===== config.mk =====
export PLATFORM = sky130hd
export DESIGN_NAME = onchip_mem_bist_master
export DESIGN_NICKNAME = d
export VERILOG_FILES = /design/src/rtl/onchip_mem_bist_pkg.sv /design/src/rtl/onchip_mem_bist_cmp.sv /design/src/rtl/onchip_mem_bist_master.sv
export SDC_FILE = /design/constraint.sdc
export NUM_CORES = 1
export LEC_CHECK = 0
export CORE_ASPECT_RATIO = 0.6
export CORE_MARGIN = 3
export CORE_UTILIZATION = 45
export CTS_CLUSTER_SIZE = 12
export DETAILED_ROUTE_END_ITERATION = 8
export GPL_ROUTABILITY_DRIVEN = 0
export HOLD_SLACK_MARGIN = 0.08
export MAX_ROUTING_LAYER = met4
export PLACE_DENSITY = 0.79
export SLEW_MARGIN = 20
export SYNTH_ARGS = -nofsm -noshare
export SYNTH_HDL_FRONTEND = slang
export SYNTH_SLANG_ARGS = --single-unit

===== constraint.sdc =====
create_clock -name clk -period 8.2 [get_ports clk]
set_clock_uncertainty 0.2 [all_clocks]
set_input_delay 0.82 -clock clk [delete_from_list [all_inputs] [get_ports clk]]
set_output_delay 0.82 -clock clk [all_outputs]
set_load 0.03 [all_outputs]

===== src/rtl/onchip_mem_bist_pkg.sv =====
// Shared defaults, FSM state encoding and the test-pattern generator for the
// on-chip memory BIST master.
package onchip_mem_bist_pkg;

  localparam int ADDR_W_DEF = 14;
  localparam int DATA_W_DEF = 64;
  localparam int DEPTH_DEF  = 16000;

  typedef enum logic [2:0] {
    ST_IDLE,
    ST_WRITE,
    ST_READ,
    ST_DRAIN,
    ST_DONE
  } bist_state_e;

  // Upper half is seed^addr, lower half its complement, so every bit toggles.
  function automatic logic [63:0] bist_pattern(input logic [31:0] seed,
                                               input logic [31:0] addr);
    logic [31:0] x;
    x = seed ^ addr;
    return {x, ~x};
  endfunction

endpackage


===== src/rtl/onchip_mem_bist_cmp.sv =====
// Read-data checker: registers the expected word alongside each read command
// and compares it with the slave data one cycle later.
module onchip_mem_bist_cmp
  import onchip_mem_bist_pkg::*;
#(
  parameter int ADDR_W = ADDR_W_DEF,
  parameter int DATA_W = DATA_W_DEF
) (
  input  logic              clk,
  input  logic              reset_n,
  input  logic              clear_i,
  input  logic              rd_i,
  input  logic [ADDR_W-1:0] addr_i,
  input  logic [31:0]       seed_i,
  input  logic [DATA_W-1:0] rdata_i,
  output logic [ADDR_W:0]   err_count_o,
  output logic              first_err_valid_o,
  output logic [ADDR_W-1:0] first_err_addr_o
);

  logic              vld_q;
  logic [DATA_W-1:0] exp_q;
  logic [ADDR_W-1:0] eaddr_q;
  logic [ADDR_W:0]   err_q;
  logic              fev_q;
  logic [ADDR_W-1:0] fea_q;
  logic              miss_d;

  assign miss_d = vld_q && (rdata_i != exp_q);

  always_ff @(posedge clk) begin
    if (!reset_n) begin
      vld_q   <= 1'b0;
      exp_q   <= '0;
      eaddr_q <= '0;
      err_q   <= '0;
      fev_q   <= 1'b0;
      fea_q   <= '0;
    end else begin
      vld_q <= rd_i;
      if (rd_i) begin
        exp_q   <= DATA_W'(bist_pattern(seed_i, 32'(addr_i)));
        eaddr_q <= addr_i;
      end
      if (clear_i) begin
        err_q <= '0;
        fev_q <= 1'b0;
      end else if (miss_d) begin
        err_q <= err_q + (ADDR_W+1)'(1);
        if (!fev_q) begin
          fev_q <= 1'b1;
          fea_q <= eaddr_q;
        end
      end
    end
  end

  assign err_count_o       = err_q;
  assign first_err_valid_o = fev_q;
  assign first_err_addr_o  = fea_q;

endmodule


===== src/rtl/onchip_mem_bist_master.sv =====
// BIST master for an Avalon-MM on-chip RAM: optional pattern fill over a window,
// then read-back and compare, reporting miscompare count and first failing address.
module onchip_mem_bist_master
  import onchip_mem_bist_pkg::*;
#(
  parameter int ADDR_W = ADDR_W_DEF,
  parameter int DATA_W = DATA_W_DEF,
  parameter int DEPTH  = DEPTH_DEF
) (
  input  logic                clk,
  input  logic                reset_n,
  input  logic                start,
  input  logic                mode,
  input  logic [ADDR_W-1:0]   base,
  input  logic [ADDR_W:0]     length,
  input  logic [31:0]         seed,
  output logic                busy,
  output logic                done,
  output logic                cfg_err,
  output logic [ADDR_W:0]     err_count,
  output logic                first_err_valid,
  output logic [ADDR_W-1:0]   first_err_addr,
  output logic [ADDR_W-1:0]   mem_address,
  output logic [DATA_W/8-1:0] mem_byteenable,
  output logic                mem_chipselect,
  output logic                mem_write,
  output logic [DATA_W-1:0]   mem_writedata,
  output logic                mem_clken,
  input  logic [DATA_W-1:0]   mem_readdata
);

  bist_state_e       state_q, state_d;
  logic [ADDR_W-1:0] base_q, addr_q;
  logic [ADDR_W:0]   len_q, cnt_q;
  logic [31:0]       seed_q;
  logic              cfg_err_q;

  logic              accept, len_zero, cfg_bad, last;
  logic [ADDR_W+1:0] end_sum;

  assign accept   = (state_q == ST_IDLE) && start;
  assign len_zero = (length == '0);
  // One extra bit so base+length never wraps before the bound check.
  assign end_sum  = {2'b00, base} + {1'b0, length};
  assign cfg_bad  = end_sum > (ADDR_W+2)'(DEPTH);
  assign last     = (cnt_q == (ADDR_W+1)'(1));

  always_ff @(posedge clk) begin
    if (!reset_n) state_q <= ST_IDLE;
    else          state_q <= state_d;
  end

  always_comb begin
    state_d = state_q;
    case (state_q)
      ST_IDLE: if (start) begin
        if (len_zero || cfg_bad) state_d = ST_DONE;
        else if (mode)           state_d = ST_READ;
        else                     state_d = ST_WRITE;
      end
      ST_WRITE: if (last) state_d = ST_READ;
      ST_READ:  if (last) state_d = ST_DRAIN;
      ST_DRAIN: state_d = ST_DONE;
      ST_DONE:  state_d = ST_IDLE;
      default:  state_d = ST_IDLE;
    endcase
  end

  always_ff @(posedge clk) begin
    if (!reset_n) begin
      base_q    <= '0;
      addr_q    <= '0;
      len_q     <= '0;
      cnt_q     <= '0;
      seed_q    <= '0;
      cfg_err_q <= 1'b0;
    end else if (accept) begin
      base_q    <= base;
      addr_q    <= base;
      len_q     <= length;
      cnt_q     <= length;
      seed_q    <= seed;
      cfg_err_q <= !len_zero && cfg_bad;
    end else if (state_q == ST_WRITE && last) begin
      // Rewind to the window start for the read-back pass.
      addr_q <= base_q;
      cnt_q  <= len_q;
    end else if (state_q == ST_WRITE || state_q == ST_READ) begin
      addr_q <= addr_q + ADDR_W'(1);
      cnt_q  <= cnt_q - (ADDR_W+1)'(1);
    end
  end

  always_comb begin
    busy           = 1'b0;
    done           = 1'b0;
    mem_chipselect = 1'b0;
    mem_write      = 1'b0;
    mem_byteenable = '0;
    mem_address    = '0;
    mem_writedata  = '0;
    case (state_q)
      ST_WRITE: begin
        busy           = 1'b1;
        mem_chipselect = 1'b1;
        mem_write      = 1'b1;
        mem_byteenable = '1;
        mem_address    = addr_q;
        mem_writedata  = DATA_W'(bist_pattern(seed_q, 32'(addr_q)));
      end
      ST_READ: begin
        busy           = 1'b1;
        mem_chipselect = 1'b1;
        mem_byteenable = '1;
        mem_address    = addr_q;
      end
      ST_DRAIN: busy = 1'b1;
      ST_DONE: begin
        busy = 1'b1;
        done = 1'b1;
      end
      default: ;
    endcase
  end

  assign mem_clken = 1'b1;
  assign cfg_err   = cfg_err_q;

  onchip_mem_bist_cmp #(
    .ADDR_W (ADDR_W),
    .DATA_W (DATA_W)
  ) u_cmp (
    .clk               (clk),
    .reset_n           (reset_n),
    .clear_i           (accept),
    .rd_i              (state_q == ST_READ),
    .addr_i            (addr_q),
    .seed_i            (seed_q),
    .rdata_i           (mem_readdata),
    .err_count_o       (err_count),
    .first_err_valid_o (first_err_valid),
    .first_err_addr_o  (first_err_addr)
  );

endmodule


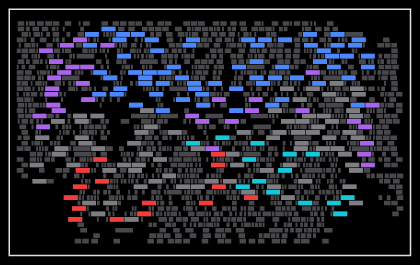
Fig. 1. Sequential cells grouped by signal name (run 1).
Drawn at 2 px/micron. Other sequential cells in the stronger grey, the rest of the logic in the fainter grey.
legend:
  red:
    signal: len_q
    sequential_cells: 15
  purple:
    signal: seed_q
    sequential_cells: 32
  blue:
    signal: u_cmp.exp_q
    sequential_cells: 64
  cyan:
    signal: base_q
    sequential_cells: 14
not coloured: 78

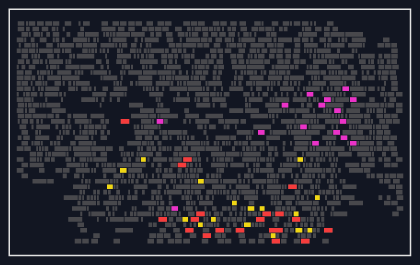
Fig. 2. Gate-type map (run 1).
Drawn at 2 px/micron.
legend:
  red:
    family: fa/ha/maj cells
    cells: 19
    most_used: ha_1
    where: south
  magenta:
    family: mux cells
    cells: 16
    most_used: mux2i_1
    where: east
  yellow:
    family: non-inverting ao/oa cells
    cells: 17
    most_used: a21o_1

==> impl_metrics.yaml, run 1 <==
# physical design summary
clock_tree:
  cts_tree: "built"
  cts-root-buf: "clkbuf_16"
  ctsHoldBuffers: 0
  cts_buffers: 21
  cts.repair.resized: 0
  htreeDepth: 1
logic_synthesis:
  synth-compound-area-share_pct: 16.89
  logic_family: "simple AND/OR/NAND/NOR gates"
  xor_area_share_pct: 7.935
  synth.distinct_cells: 64
  synth_area_sq_mm: 0.01015
  flop_cell: "dfxtp_1"
  edf_count: 0
  syn_area_per_cell_sq_um: 7.544
  syn_inst: 1346
global_route:
  grt_pass1_wl_microns: 51460
  antenna_found_initial: 1
  grt_usage_pct: 27.63
  grt_util_met2_pct: 37.91
  overflow: 0
  grt_most_used_layer: "met1"
  grt_start_max_net_pins: 105
critical_path:
  crit_path_start_kind: "flop"
  rrSetupSlack_ps: 4620
route:
  post_drt_wl_per_cell_microns: 18.75
  routed_wl_microns: 34360
  drc: 0
  drt_iter0_drc: 1012
sta:
  worst_pin_slew_ps: 1059
  max_freq_mhz: 199.1
  slew_violations: 0
  layout_min_cycle_time_ps: 5022
  hold_viol_final: 0
power:
  p_per_area_mw_per_mm2: 198.8
  p_leak_nw: 5.013
status:
  status: "finished, final reports clean"
finish:
  drive_gt1_share_pct: 3.007
  final_core_util_pct: 61.31
  mi_logic_area_sq_mm: 0.005620
  lay_top_cells: "clkdlybuf4s50_1 (249), nand2_1 (236), dfxtp_1 (203), a21oi_1 (195), nor2_1 (190)"
  layout.area.seq_sq_mm: 0.004064
  nFillCells: 1889
floorplanning:
  row_count: 41
  chip_area_sq_mm: 0.02446
  die_w_microns: 199.9
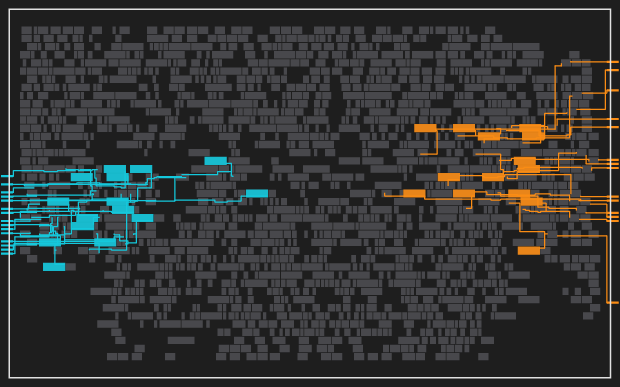
Fig. 3. I/O nets highlighted (run 1).
Drawn at 3 px/micron.
legend:
  orange:
    port: first_err_addr
    direction: output
    end_cells: 14
    wire: 747 microns
  cyan:
    port: err_count
    direction: output
    end_cells: 15
    wire: 837 microns

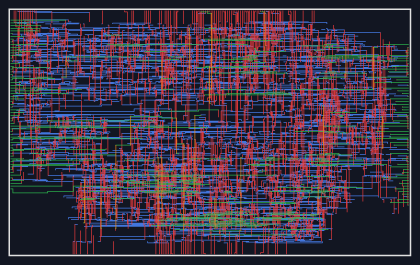
Fig. 4. Routed metal, one colour a layer (run 1).
Drawn at 2 px/micron.
legend:
  blue:
    layer: M1
    wire_length: 16400 microns
  red:
    layer: M2
    wire_length: 13900 microns
  green:
    layer: M3
    wire_length: 3570 microns
  orange:
    layer: M4
    wire_length: 530 microns

run 1: sequential cells by signal (all words and copies together), names as in the netlist:
name	cells
u_cmp.vld_q	1
cfg_err	1
len_q	15
addr_q	14
u_cmp.exp_q	64
base_q	14
u_cmp.first_err_valid_o	1
u_cmp.err_count_o	15
u_cmp.eaddr_q	14
seed_q	32
cnt_q	15
state_q	3
u_cmp.first_err_addr_o	14
run 1: synth_stat cells, drive strengths merged, types with 3 or more instances:
library cell	number	area (sq um)
a21boi	3	22.52
a21o	7	52.55
a21oi	195	975.9
a311oi	3	26.28
a31oi	9	56.30
and2	17	106.4
and3	40	250.2
buf	34	182.7
clkbuf	66	247.7
dfxtp	203	4064
ha	18	225.2
inv	16	60.06
mux2i	16	160.2
nand2	237	889.6
nand2b	4	25.02
nand3	16	85.08
nand4	28	181.4
nor2	193	732.0
nor2b	3	18.77
nor3	27	140.1
nor4	14	102.6
o211ai	5	37.54
o21ai	33	165.2
o21bai	4	30.03
o221ai	13	113.9
o22ai	6	37.54
o31ai	4	30.03
or3	8	50.05
or4	3	26.27
xnor2	71	621.9
xor2	21	183.9
run 1: cell families after synthesis:
| group | after synthesis |
|---|---|
| compound gates | 301 |
| xor+xnor | 92 |
| fa+ha+maj | 19 |
| buf+inv | 116 |
| flops | 203 |
| mux | 16 |
| other cells | 1 |
| simple gates | 598 |
run 1: power breakdown:
group / switching, mW / leakage [nW] / internal (mW)
Clock: 0.367 / 0.275 / 0.470
Combinational: 0.396 / 3.08 / 0.256
Sequential: 0.0839 / 1.65 / 1.06
run 1: cell type report:
class | count | area share [%]
multi-input combinational | 1027 | 42.45
clock buffer | 26 | 4.186
inverter | 16 | 0.4725
antenna | 1 | 0.01890
tap | 301 | 2.844
sequential | 203 | 30.69
timing repair buffer | 257 | 19.28
clock inverter | 1 | 0.06614
run 1: worst max-delay path: stages, from the launching register on:
cell	delay (ps)
dfxtp_1	380
nor2_1	240
and2_2	860
nor2_2	30
buf_4	310
inv_1	770
and2_1	240
clkdlybuf4s50_1	670
run 1: through the flow:
| step | total power, mW | instance area [sq um] | instances | hold WS [ps] |
|---|---|---|---|---|
| 2_1_floorplan | 1.552 | 10150 | 1346 | 233.2 |
| 3_3_place_gp | 1.787 | 12680 | 1804 | 242.0 |
| 3_5_place_dp | 1.801 | 12680 | 1804 | 247.4 |
| 4_1_cts | 2.630 | 13240 | 1831 | 255.5 |
| 5_1_grt | 2.742 | 13240 | 1832 | 274.6 |
| 6_report | 2.632 | 13240 | 1832 | 254.2 |
run 1: path summary, 6_finish.rpt:
kind	end	from	cells after the start
setup / recovery	mem_address[12]	state_q[2]	7
hold / removal	base_q[9]	base_q[9]	2
setup reg to reg	cnt_q[3]	state_q[2]	8
hold reg to reg	base_q[9]	base_q[9]	2
run 1: per-layer routing:
layer / routed length (microns) / vias to the layer above
met2: 13900 / 472
met5: 0 / -
met1: 16360 / 4761
met4: 530 / 0
met3: 3568 / 49
li1: - / 4942
==> run 2, diff against run 1 <==
==> constraint.sdc (replaced) <==
create_clock -name clk -period 4.7 [get_ports clk]
set_clock_uncertainty 0.2 [all_clocks]
set_input_delay 0.47 -clock clk [delete_from_list [all_inputs] [get_ports clk]]
set_output_delay 0.47 -clock clk [all_outputs]
set_load 0.03 [all_outputs]
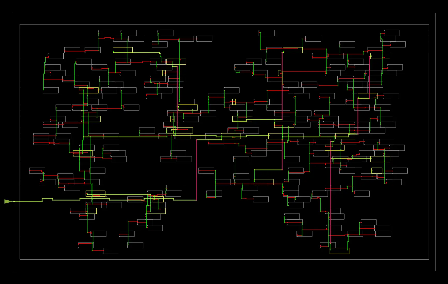
Fig. 5. Clock nets (run 2).
# clk buffers: 28
seq_cells: 203

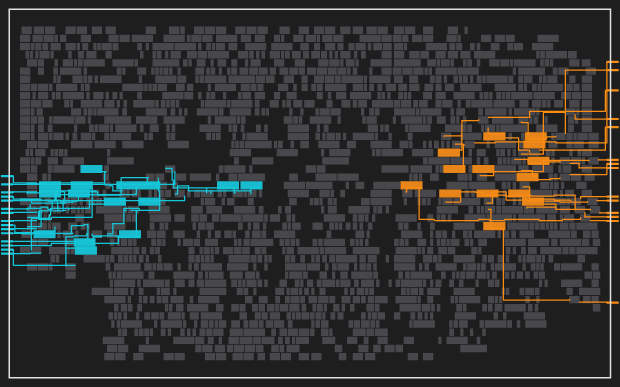
Fig. 6. I/O nets highlighted (run 2).
Drawn at 3 px/micron.
legend:
  cyan:
    port: err_count
    direction: output
    end_cells: 15
    wire: 826 microns
  orange:
    port: first_err_addr
    direction: output
    end_cells: 14
    wire: 726 microns

==> impl_metrics.yaml, run 2 <==
# physical design summary
status:
  status: "finished, final reports clean"
logic_synthesis:
  yosys_warnings: 0
  syn_area_per_cell_sq_um: 7.544
  yosysTopAreaCell: "dfxtp_1"
  fp_nets: 1494
  top_cells_by_count: "nand2_1 (237), dfxtp_1 (203), a21oi_1 (195)"
  ys_chip_area_sq_mm: 0.01015
  edf_count: 0
  yosys_cells: 1346
  top_area_share_pct: 40.02
  synthTopCellsByArea: "dfxtp_1 (40%), a21oi_1 (9.6%), nand2_1 (8.8%), nor2_1 (7.1%), xnor2_1 (6.1%)"
  syn_inst: 1346
  synth.distinct_cells: 64
  flop_cell: "dfxtp_1"
  synth_area_sq_mm: 0.01015
  synth_top_cell_by_count: "nand2_1"
  synth-seq-cells: 203
  synthArstFlopShare_pct: 0
  synth_seq_share_pct: 40.02
critical_path:
  critPathCapture: "mem_address[13]"
  cp-startpoint: "state_q[0]"
  rrSetupSlack_ps: 1180
  crit_required_ps: 4030
  crit_path_start_kind: "flop"
  reg2reg_depth: 8
  timing.rr.end: "addr_q[8]"
  r2r-start: "cnt_q[0]"
  worstSetupPathType: "reg -> out"
  cp.arrival_ps: 3140
  crit_fanout: 47
  worstSetupEndpointType: "output port"
route:
  num_vias: 10300
  drtPass1Iterations: 5
  postRouteAntennaNets: 0
  post_drt_wl_per_cell_microns: 18.58
  routed_wl_microns: 34210
  drc: 0
  drt_iter0_drc: 1092
floorplanning:
  initCoreUtil_pct: 47.02
  core-area_sq_mm: 0.02160
  io_pins: 251
  die_y_microns: 122.4
  row_count: 41
  die_w_microns: 199.9
  chip_area_sq_mm: 0.02446
min_path:
  holdCritStartpoint: "u_cmp.eaddr_q[7]"
clock_tree:
  cts-root-buf: "clkbuf_16"
  worstSkewPairLatency_ps: 490
  cts.repair.resized: 0
  cts_max_path_buffers: 3
  cts_buffers: 21
  post_cts_buffers: 0
  clk_pin_slew_ps: 60
  ctsHoldBuffers: 0
  cts_tree: "built"
  htreeDepth: 1
global_route:
  grt_pass1_wl_microns: 52060
  grt_usage_pct: 27.77
  antenna_found_initial: 3
  grt_start_max_net_pins: 117
  overflow: 0
  grt_pass1_vias: 9370
finish:
  drive_gt1_share_pct: 4.945
  reg_top3: "u_cmp.exp_q (64), seed_q (32)"
  lay_top_cells: "nand2_1 (236), clkdlybuf4s50_1 (226), dfxtp_1 (203), a21oi_1 (195), nor2_1 (190)"
  syn_to_final_growth_pct: 31.48
  nets: 1678
  largest-register: "u_cmp.exp_q"
  lay_top_count: "nand2_1"
  post-route-cell-area_sq_mm: 0.01335
  largest_reg_flops: 64
sta:
  worst_pin_slew_ps: 1020
  hold_viol_final: 0
  layout_min_cycle_time_ps: 3810
  slew_headroom_pct: 32.03
  slew_violations: 0
  rsz0062_at_grt: "no"
  finalSetupViolCount: 0
  max_freq_mhz: 262.5
place:
  dpl.hpwl_microns: 24840
  place_area_sq_mm: 0.01275
power:
  p_per_area_mw_per_mm2: 347.6
  p_leak_nw: 5.119
  power_mw: 4.641
run:
  warnings: 29
## run 2: cell count changes in the layout (fill, tap and decap cells not counted), sizes merged
cell / change
buf: +27
clkdlybuf4s50: -23
clkinv: +1
diode: +2
clkbuf: +2
## run 2: worst min path at each step
| stage | cells past startpoint | slack [ps] | to |
|---|---|---|---|
| global placement | 2 | 240 | u_cmp.eaddr_q[7] |
| finish | 2 | 250 | u_cmp.eaddr_q[7] |
| global route | 2 | 270 | u_cmp.eaddr_q[13] |
| CTS | 2 | 250 | len_q[10] |
| floorplan | 2 | 230 | len_q[10] |
| detailed placement | 2 | 250 | len_q[10] |
## run 2: cells by family (layout without fill, tap and decap cells)
group                    Yosys count  count (layout)  synth area share [%]
XOR/XNOR                          92              92                 7.935
flip-flops                       203             203                 40.02
other                              1               4               0.03693
multiplexers                      16              16                 1.577
AND/OR/NAND/NOR                  598             598                 26.29
AND-OR/OR-AND                    301             301                 16.89
buffers and inverters            116             307                 4.830
adder cells (fa/ha/maj)           19              19                 2.415
## run 2: layout make-up
cell class                      instances  area (sq um)
Clock buffer                           28         581.8
Inverter                               16         62.56
Fill cell                            1931          8245
Tap cell                              301         376.6
Sequential cell                       203          4064
Antenna cell                            3         7.507
Timing Repair Buffer                  261          2625
Clock inverter                          2         13.76
Multi-Input combinational cell       1027          5620
## run 2: critical path, cell delays in order (launching register included)
cell and delay [ps]:
dfxtp_1 560, nor2_1 320, and2_2 180, buf_4 460
nor2_2 70, inv_1 620, and2_1 260, buf_4 170
## run 2: power breakdown
part           internal (mW)  switching [mW]  leakage [nW]
registers               1.85           0.146          1.65
logic                  0.450           0.690          3.17
clock network          0.857           0.652         0.294
## run 2: layer usage
metal	global-route usage (%)	routed length (microns)	share of wire, %
met1	40.87	16090	47
met4	5.488	704	2.1
met2	38.49	13790	40
met5	-	0	0
met3	6.968	3618	11
## run 2: per-stage QoR
| stage | util (%) | std cells | hold WS, ps | setup WS, ps |
|---|---|---|---|---|
| after floorplan | - | 1346 | 233.2 | 1655 |
| after global placement | 59.03 | 1808 | 242.7 | 1138 |
| after detailed placement | 59.03 | 1808 | 245.7 | 1048 |
| after CTS | 61.79 | 1838 | 253.7 | 872.4 |
| after global routing | 61.82 | 1841 | 269.0 | 618.9 |
| final | 61.82 | 1841 | 252.2 | 889.8 |
No activity file was given, so power comes from the tool's default toggle rates.
